--- src/rtl/fft_symbol_scheduler_if.sv ---
// Sample, control and status bundle of the FFT symbol scheduler.
// The master side feeds samples and peaks; the slave side is the scheduler itself.
interface fft_symbol_scheduler_if #(
  parameter int unsigned IN_DW       = 32,
  parameter int unsigned NUM_SYMBOLS = 3
);
  localparam int unsigned IdxW = $clog2(NUM_SYMBOLS + 1);

  logic [IN_DW-1:0] s_axis_in_tdata;
  logic             s_axis_in_tvalid;
  logic             peak_detected_i;
  logic             abort_i;
  logic [IN_DW-1:0] m_axis_fft_tdata;
  logic             m_axis_fft_tvalid;
  logic             m_axis_fft_tlast;
  logic [IdxW-1:0]  symbol_idx_o;
  logic             busy_o;
  logic             peak_ignored_o;

  modport master (
    output s_axis_in_tdata, s_axis_in_tvalid, peak_detected_i, abort_i,
    input  m_axis_fft_tdata, m_axis_fft_tvalid, m_axis_fft_tlast, symbol_idx_o, busy_o,
           peak_ignored_o
  );

  modport slave (
    input  s_axis_in_tdata, s_axis_in_tvalid, peak_detected_i, abort_i,
    output m_axis_fft_tdata, m_axis_fft_tvalid, m_axis_fft_tlast, symbol_idx_o, busy_o,
           peak_ignored_o
  );
endinterface

--- src/rtl/fft_symbol_scheduler.sv ---
// Gates a full-rate sample stream into FFT symbols after a PSS peak: skip, then
// alternate symbol / cyclic prefix until NUM_SYMBOLS symbols have been forwarded.
module fft_symbol_scheduler #(
  parameter int unsigned IN_DW       = 32,
  parameter int unsigned FFT_LEN     = 256,
  parameter int unsigned CP_LEN      = 18,
  parameter int unsigned FIRST_SKIP  = 279,
  parameter int unsigned NUM_SYMBOLS = 3
) (
  input logic                  clk_i,
  input logic                  reset_ni,
  fft_symbol_scheduler_if.slave sched
);
  localparam int unsigned MaxLen0 = (FIRST_SKIP > FFT_LEN) ? FIRST_SKIP : FFT_LEN;
  localparam int unsigned MaxLen  = (MaxLen0 > CP_LEN) ? MaxLen0 : CP_LEN;
  localparam int unsigned CntW    = $clog2(MaxLen + 1);
  localparam int unsigned IdxW    = $clog2(NUM_SYMBOLS + 1);

  localparam logic [CntW-1:0] SkipLast = CntW'(FIRST_SKIP - 1);
  localparam logic [CntW-1:0] FftLast  = CntW'(FFT_LEN - 1);
  localparam logic [CntW-1:0] CpLast   = (CP_LEN > 0) ? CntW'(CP_LEN - 1) : '0;
  localparam logic [IdxW-1:0] NumSym   = IdxW'(NUM_SYMBOLS);

  typedef enum logic [1:0] {StIdle, StSkip, StSymbol, StCp} state_e;

  state_e           state_q;
  logic [CntW-1:0]  cnt_q;
  logic [IdxW-1:0]  idx_q;
  logic [IdxW-1:0]  out_idx_q;
  logic [IN_DW-1:0] tdata_q;
  logic             tvalid_q;
  logic             tlast_q;
  logic             ignored_q;

  always_ff @(posedge clk_i or negedge reset_ni) begin
    if (!reset_ni) begin
      state_q   <= StIdle;
      cnt_q     <= '0;
      idx_q     <= '0;
      out_idx_q <= '0;
      tdata_q   <= '0;
      tvalid_q  <= 1'b0;
      tlast_q   <= 1'b0;
      ignored_q <= 1'b0;
    end else begin
      tvalid_q  <= 1'b0;
      tlast_q   <= 1'b0;
      ignored_q <= 1'b0;
      if (sched.abort_i) begin
        // Abort wins over a simultaneous peak and drops this cycle's sample.
        state_q <= StIdle;
        cnt_q   <= '0;
        idx_q   <= '0;
      end else begin
        if (sched.peak_detected_i && (state_q != StIdle)) begin
          ignored_q <= 1'b1;
        end
        unique case (state_q)
          StIdle: begin
            if (sched.peak_detected_i) begin
              state_q <= StSkip;
              cnt_q   <= '0;
              idx_q   <= '0;
            end
          end
          StSkip: begin
            if (sched.s_axis_in_tvalid) begin
              if (cnt_q == SkipLast) begin
                state_q <= StSymbol;
                cnt_q   <= '0;
              end else begin
                cnt_q <= cnt_q + 1'b1;
              end
            end
          end
          StSymbol: begin
            if (sched.s_axis_in_tvalid) begin
              tdata_q   <= sched.s_axis_in_tdata;
              tvalid_q  <= 1'b1;
              tlast_q   <= (cnt_q == FftLast);
              out_idx_q <= idx_q;
              if (cnt_q == FftLast) begin
                cnt_q <= '0;
                idx_q <= idx_q + 1'b1;
                if (idx_q + 1'b1 == NumSym) begin
                  state_q <= StIdle;
                end else if (CP_LEN == 0) begin
                  state_q <= StSymbol;
                end else begin
                  state_q <= StCp;
                end
              end else begin
                cnt_q <= cnt_q + 1'b1;
              end
            end
          end
          StCp: begin
            if (sched.s_axis_in_tvalid) begin
              if (cnt_q == CpLast) begin
                state_q <= StSymbol;
                cnt_q   <= '0;
              end else begin
                cnt_q <= cnt_q + 1'b1;
              end
            end
          end
          default: state_q <= StIdle;
        endcase
      end
    end
  end

  assign sched.m_axis_fft_tdata  = tdata_q;
  assign sched.m_axis_fft_tvalid = tvalid_q;
  assign sched.m_axis_fft_tlast  = tlast_q;
  assign sched.symbol_idx_o      = out_idx_q;
  assign sched.busy_o            = (state_q != StIdle);
  assign sched.peak_ignored_o    = ignored_q;
endmodule

--- src/flat_wrapper.sv ---
// flat-port wrapper written by rule: the top's interface ports become plain ports
module fft_symbol_scheduler_flat 
#(
  parameter int unsigned IN_DW       = 32,
  parameter int unsigned FFT_LEN     = 256,
  parameter int unsigned CP_LEN      = 18,
  parameter int unsigned FIRST_SKIP  = 279,
  parameter int unsigned NUM_SYMBOLS = 3
)
  (clk_i, reset_ni, sched_s_axis_in_tdata, sched_s_axis_in_tvalid, sched_peak_detected_i, sched_abort_i, sched_m_axis_fft_tdata, sched_m_axis_fft_tvalid, sched_m_axis_fft_tlast, sched_symbol_idx_o, sched_busy_o, sched_peak_ignored_o);
  fft_symbol_scheduler_if #(.IN_DW(IN_DW), .NUM_SYMBOLS(NUM_SYMBOLS)) sched_i ();
  input logic clk_i;
  input logic reset_ni;
  input wire logic [$bits(sched_i.s_axis_in_tdata)-1:0] sched_s_axis_in_tdata;
  input wire logic [$bits(sched_i.s_axis_in_tvalid)-1:0] sched_s_axis_in_tvalid;
  input wire logic [$bits(sched_i.peak_detected_i)-1:0] sched_peak_detected_i;
  input wire logic [$bits(sched_i.abort_i)-1:0] sched_abort_i;
  output wire logic [$bits(sched_i.m_axis_fft_tdata)-1:0] sched_m_axis_fft_tdata;
  output wire logic [$bits(sched_i.m_axis_fft_tvalid)-1:0] sched_m_axis_fft_tvalid;
  output wire logic [$bits(sched_i.m_axis_fft_tlast)-1:0] sched_m_axis_fft_tlast;
  output wire logic [$bits(sched_i.symbol_idx_o)-1:0] sched_symbol_idx_o;
  output wire logic [$bits(sched_i.busy_o)-1:0] sched_busy_o;
  output wire logic [$bits(sched_i.peak_ignored_o)-1:0] sched_peak_ignored_o;
  assign sched_i.s_axis_in_tdata = sched_s_axis_in_tdata;
  assign sched_i.s_axis_in_tvalid = sched_s_axis_in_tvalid;
  assign sched_i.peak_detected_i = sched_peak_detected_i;
  assign sched_i.abort_i = sched_abort_i;
  assign sched_m_axis_fft_tdata = sched_i.m_axis_fft_tdata;
  assign sched_m_axis_fft_tvalid = sched_i.m_axis_fft_tvalid;
  assign sched_m_axis_fft_tlast = sched_i.m_axis_fft_tlast;
  assign sched_symbol_idx_o = sched_i.symbol_idx_o;
  assign sched_busy_o = sched_i.busy_o;
  assign sched_peak_ignored_o = sched_i.peak_ignored_o;
  fft_symbol_scheduler #(.IN_DW(IN_DW), .FFT_LEN(FFT_LEN), .CP_LEN(CP_LEN), .FIRST_SKIP(FIRST_SKIP), .NUM_SYMBOLS(NUM_SYMBOLS)) u_core (.clk_i(clk_i), .reset_ni(reset_ni), .sched(sched_i));
endmodule
--- config.mk ---
export PLATFORM = sky130hd
export DESIGN_NAME = fft_symbol_scheduler_flat
export DESIGN_NICKNAME = d
export VERILOG_FILES = /design/src/rtl/fft_symbol_scheduler_if.sv /design/src/rtl/fft_symbol_scheduler.sv /design/src/flat_wrapper.sv
export SDC_FILE = /design/constraint.sdc
export NUM_CORES = 1
export LEC_CHECK = 0
export CORE_UTILIZATION = 41
export DETAILED_ROUTE_END_ITERATION = 12
export PLACE_DENSITY = 0.76
export SLEW_MARGIN = 20
export SYNTH_ARGS = -nofsm -noshare
export SYNTH_HDL_FRONTEND = slang
export SYNTH_SLANG_ARGS = --single-unit
--- constraint.sdc ---
create_clock -name clk_i -period 2.4 [get_ports clk_i]
set_input_delay 0.6 -clock clk_i [delete_from_list [all_inputs] [get_ports clk_i]]
set_output_delay 0.6 -clock clk_i [all_outputs]
set_load 0.05 [all_outputs]
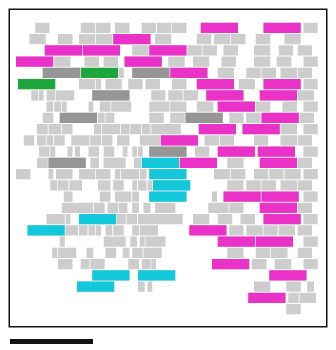
*Sequential cells coloured by netlist name, run 1*
Scale bar: 20 um.
- u_core.cnt_q: cyan (flops 9)
- u_core.sched.m_axis_fft_tdata: magenta (flops 32)
- u_core.idx_q: green (flops 2)

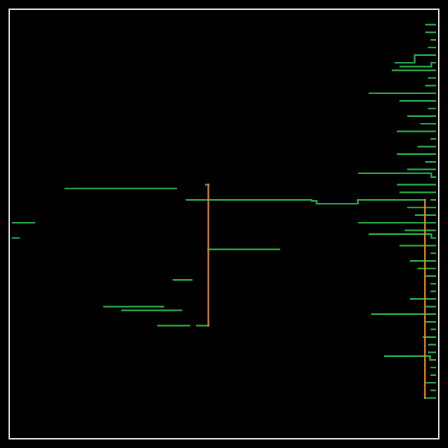
*Signal wires by layer, run 1*
Only two layers are drawn.
- met4: orange (wire length 60.5 um)
- met3: green (wire length 318 um)

==> qor.tcl, run 1 <==
set qor(outcome) {finished clean}
set qor(crit_path_max_incr_delay_ns) 0.39
set qor(clkPwrFrac_pct) 20.9
set qor(ys_ff) 50
set qor(comb_area_share_pct) 29.6
set qor(critPathSlowestCell) {sky130_fd_sc_hd__dfrtp_1}
set qor(highest_net_fanout_along_the_worst_path) 4
set qor(grt_max_degree) 51
set qor(crit_path_cell_trace) {ha_2 > and3_1 > and3_2 > nand3_1 > inv_1 > ha_2 > nand2b_1 > nand3_2 > a21oi_2 > or2b_4 > o31ai_2}
set qor(post_synth_fa_ha_maj_area_fraction_pct) 3.31
set qor(cell_type_with_the_largest_total_area) {sky130_fd_sc_hd__dfrtp_1}
set qor(grt_util_all_layers_pct) 17.8
set qor(pre_cts_ws_ns) 0.0247
set qor(die-height_um) 76.4
set qor(die_area_um2) 5840
set qor(final-nonclk-buf-share_pct) 25.6
set qor(seqAreaFraction_pct) 38.0
set qor(worst_pin_slew_ns) 0.626
set qor(power.internal_uw) 1720
set qor(compound_area_share_pct) 9.65
set qor(ys.warnings.count) 0
set qor(multi_input_comb_cells) 114
set qor(postCtsResizedCells) 2
set qor(fp.dieW_um) 76.4
set qor(met2_usage_pct) 26.3
set qor(top_logic_kind) {multiplexers}
set qor(first_pass_grt_wire_length_um) 8140
set qor(regToRegEndpoint) {u_core.cnt_q[3]}
set qor(n_fill_cell) 409
set qor(ys_seq_share_pct) 55.1
set qor(stage_log_warnings) 29
set qor(timing.critical_path.from) {u_core.cnt_q[0]}
set qor(async_reset_ff_share_pct) 100
set qor(timing.final.max_slew_violations) 0
set qor(worst-r2r-setup-slack_ns) 0.10
set qor(postSynthCellCount) 181
set qor(cp_num_cells) 11
set qor(mux_area_share_pct) 17.4
set qor(total_switching_power_uw) 981
set qor(timing.hold.worst.class) {input port to asynchronous set/reset pin}
set qor(top_cells_by_area) {sky130_fd_sc_hd__dfrtp_1 (55%), sky130_fd_sc_hd__mux2_2 (17%), sky130_fd_sc_hd__ha_1 (3.3%)}
set qor(critPathTopFamily) {simple AND/OR/NAND/NOR gates}
set qor(synth_top_area_share_pct) 55.1
set qor(clock_area_share_pct) 3.23
set qor(critPathRequiredTime_ns) 2.60
set qor(yosys.cell_count.top_type) {sky130_fd_sc_hd__dfrtp_1}
set qor(antenna_found_initial) 0
set qor(taps) 70
set qor(final_critical_delay_including_setup_and_external_delays_ns) 2.30
set qor(seq-power_uw) 1030
set qor(vias_per_cell) 5.00
set qor(top_power_group) {combinational cells}
set qor(avgSynthCellArea_um2) 12.5
set qor(power.share.sequential_pct) 38.3
set qor(synthToLayoutAreaGrowth_pct) 45.1
set qor(yosys_simple_share_pct) 11.0
set qor(cts.reportedPaths.clkPinSlew_ns) 0.08
set qor(finClkSkew_ns) 0.00832
set qor(final.clkbuf_count) 7
set qor(r2r_start) {u_core.cnt_q[0]}
set qor(hold_viol) 0
set qor(largest_cell_class) {registers}
set qor(layout-drive-gt1-share_pct) 26.2
set qor(crit_top_cell) {sky130_fd_sc_hd__ha_2}
set qor(postPlaceCellArea_um2) 3160
set qor(post-route-drc-count) 0
set qor(synthesis.area_um2) 2270
set qor(clock_power_uw) 564
set qor(io_pins) 75
set qor(postLayoutCoreUtil_pct) 63.3
set qor(cts_tree) {done}
set qor(yosysChipArea_um2) 2270
set qor(antenna_cells) 0
set qor(area.combinational_um2) 975
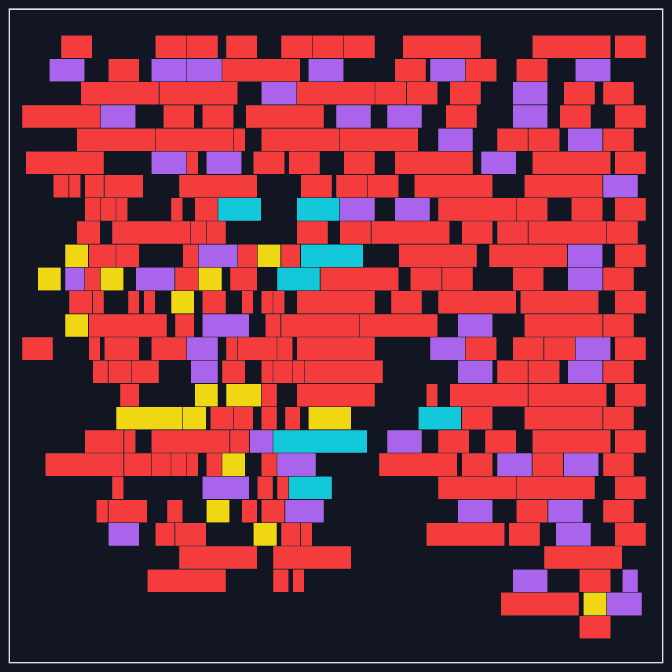
*Drive-strength map, run 1*
- drive 2: purple (cells 47; share 18%)
- drive 3 to 4: yellow (cells 16; share 6.0%)
- drive 1 or less: red (cells 197; share 74%)
- drive 6 and up: cyan (cells 7; share 2.6%)
final non-filler cell area: 3290 um^2
final setup slack of the worst path: 0.101 ns

==> run 1: logic make-up after synthesis <==
logic type,Yosys count
AND-OR/OR-AND,30
buffers and inverters,17
adder cells (fa/ha/maj),6
flip-flops,50
multiplexers,35
AND/OR/NAND/NOR,42
XOR/XNOR,1
==> run 1: metrics by stage <==
step	hold slack, ns	instances
CTS	0.428	337
global placement	0.486	329
global route	0.452	337
finish	0.408	337
floorplan	0.304	181
detailed placement	0.495	329
==> run 1: metal layers <==
metal,share of wire [%],vias to the layer above,routed length (um)
li1,-,823,-
met5,0,-,0
met3,6.5,5,318
met2,44,65,2130
met4,1.2,0,60
met1,49,793,2390
==> inputs of run 2 (changes only) <==
Settings changed: CAP_MARGIN from default to 20, CTS_CLUSTER_SIZE from default to 28, HOLD_SLACK_MARGIN from default to 0.06.
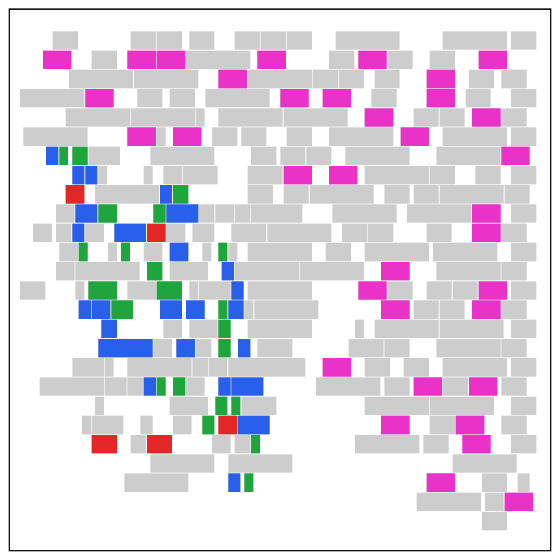
*Logic cells by family, run 2*
- multiplexers: magenta (cells 35; most used mux2_2; where all over the die)
- inverting AOI/OAI gates: blue (cells 25)
- NAND gates: green (cells 22; most used nand2_1)
- AND-OR and OR-AND gates: red (cells 5; most used a21o_1)

==> run 2 against run 1 <==
  * Total power unchanged
  * Combinational power about the same
  * Design area unchanged
  * Critical path type unchanged
  * Largest power group unchanged
==> qor.tcl, run 2 <==
set qor(top_cells_by_area) {sky130_fd_sc_hd__dfrtp_1 (55%), sky130_fd_sc_hd__mux2_2 (17%), sky130_fd_sc_hd__ha_1 (3.3%)}
set qor(die_area_um2) 5840
set qor(postPlaceCellArea_um2) 3160
set qor(multi_input_comb_cells) 114
set qor(wl_met2_um) 2130
set qor(postSynthCellCount) 181
set qor(largest_cell_class) {registers}
set qor(post_layout_nonfiller_instances) 337
set qor(crit_path_cell_trace) {ha_2 > and3_1 > and3_2 > nand3_1 > inv_1 > ha_2 > nand2b_1 > nand3_2 > a21oi_2 > or2b_4 > o31ai_2}
set qor(crit_path_max_incr_delay_ns) 0.39
set qor(total_switching_power_uw) 981
set qor(synth_top_area_share_pct) 55.1
set qor(critPathSlowestCell) {sky130_fd_sc_hd__dfrtp_1}
set qor(hold_viol) 0
set qor(clock_area_share_pct) 3.23
set qor(vias_per_cell) 5.00
set qor(timing.hold.worst.class) {input port to asynchronous set/reset pin}
set qor(fin_ws_ns) 0.101
set qor(highest_net_fanout_along_the_worst_path) 4
set qor(worst_pin_slew_ns) 0.626
set qor(io_pins) 75
set qor(power.internal_uw) 1720
set qor(pre_cts_ws_ns) 0.0247
set qor(postCtsResizedCells) 2
set qor(cp_num_cells) 11
set qor(grt_util_all_layers_pct) 17.8
set qor(cts.reportedPaths.clkPinSlew_ns) 0.08
set qor(avgSynthCellArea_um2) 12.5
set qor(n_fill_cell) 409
set qor(async_reset_ff_share_pct) 100
set qor(die-height_um) 76.4
set qor(first_pass_grt_wire_length_um) 8140
set qor(post-place-cells) 329
set qor(antenna_found_initial) 0
set qor(fp.dieW_um) 76.4
set qor(met2_usage_pct) 26.3
set qor(timing.critical_path.from) {u_core.cnt_q[0]}
set qor(finClkSkew_ns) 0.00832
set qor(taps) 70
set qor(yosys.cell_count.top_type) {sky130_fd_sc_hd__dfrtp_1}
set qor(crit_top_cell) {sky130_fd_sc_hd__ha_2}
set qor(grt_max_degree) 51
set qor(post-route-drc-count) 0
set qor(cts_tree) {done}
set qor(r2r_start) {u_core.cnt_q[0]}
set qor(worst-r2r-setup-slack_ns) 0.10
set qor(final_critical_delay_including_setup_and_external_delays_ns) 2.30
set qor(outcome) {finished clean}
set qor(clkPwrFrac_pct) 20.9
set qor(critPathRequiredTime_ns) 2.60
set qor(synthToLayoutAreaGrowth_pct) 45.1
set qor(seqAreaFraction_pct) 38.0
set qor(postLayoutCoreUtil_pct) 63.3
set qor(regToRegEndpoint) {u_core.cnt_q[3]}
set qor(ys_seq_share_pct) 55.1
set qor(yosysChipArea_um2) 2270
set qor(final-nonclk-buf-share_pct) 25.6
set qor(finalInstanceArea_um2) 3290
set qor(layout-drive-gt1-share_pct) 26.2
set qor(hold_ws_ns) 0.408
set qor(comb_area_share_pct) 29.6
set qor(m1WireLength_um) 2390
set qor(timing.final.max_slew_violations) 0
set qor(synth.net_count) 224
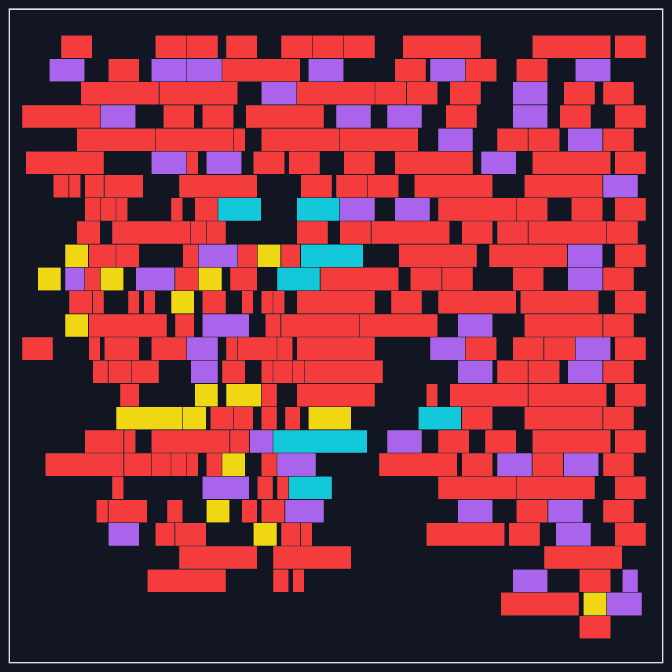
*Drive-strength map, run 2*
- drive 6 and up: cyan (cells 7; share 2.6%)
- drive 3 to 4: yellow (cells 16; share 6.0%)
- drive 1 or less: red (cells 197; share 74%)
- drive 2: purple (cells 47; share 18%)

## run 2: power groups by stage
stage	logic (uW)	registers (uW)	clock network [uW]
5_1_grt	1160	1060	623
6_report	1100	1030	564
4_1_cts	1100	1040	586
3_3_place_gp	1090	1050	0
2_1_floorplan	300	1430	0
3_5_place_dp	1100	1050	0
## run 2: cell families (layout without fill, tap and decap cells)
kind of cell	Yosys count	after routing	share of synthesized area (%)
XOR/XNOR	1	1	0.386
buffers and inverters	17	103	3.20
adder cells (fa/ha/maj)	6	6	3.31
multiplexers	35	35	17.4
AND/OR/NAND/NOR	42	42	11.0
flip-flops	50	50	55.1
AND-OR/OR-AND	30	30	9.65
No activity file was given, so power comes from the tool's default toggle rates.
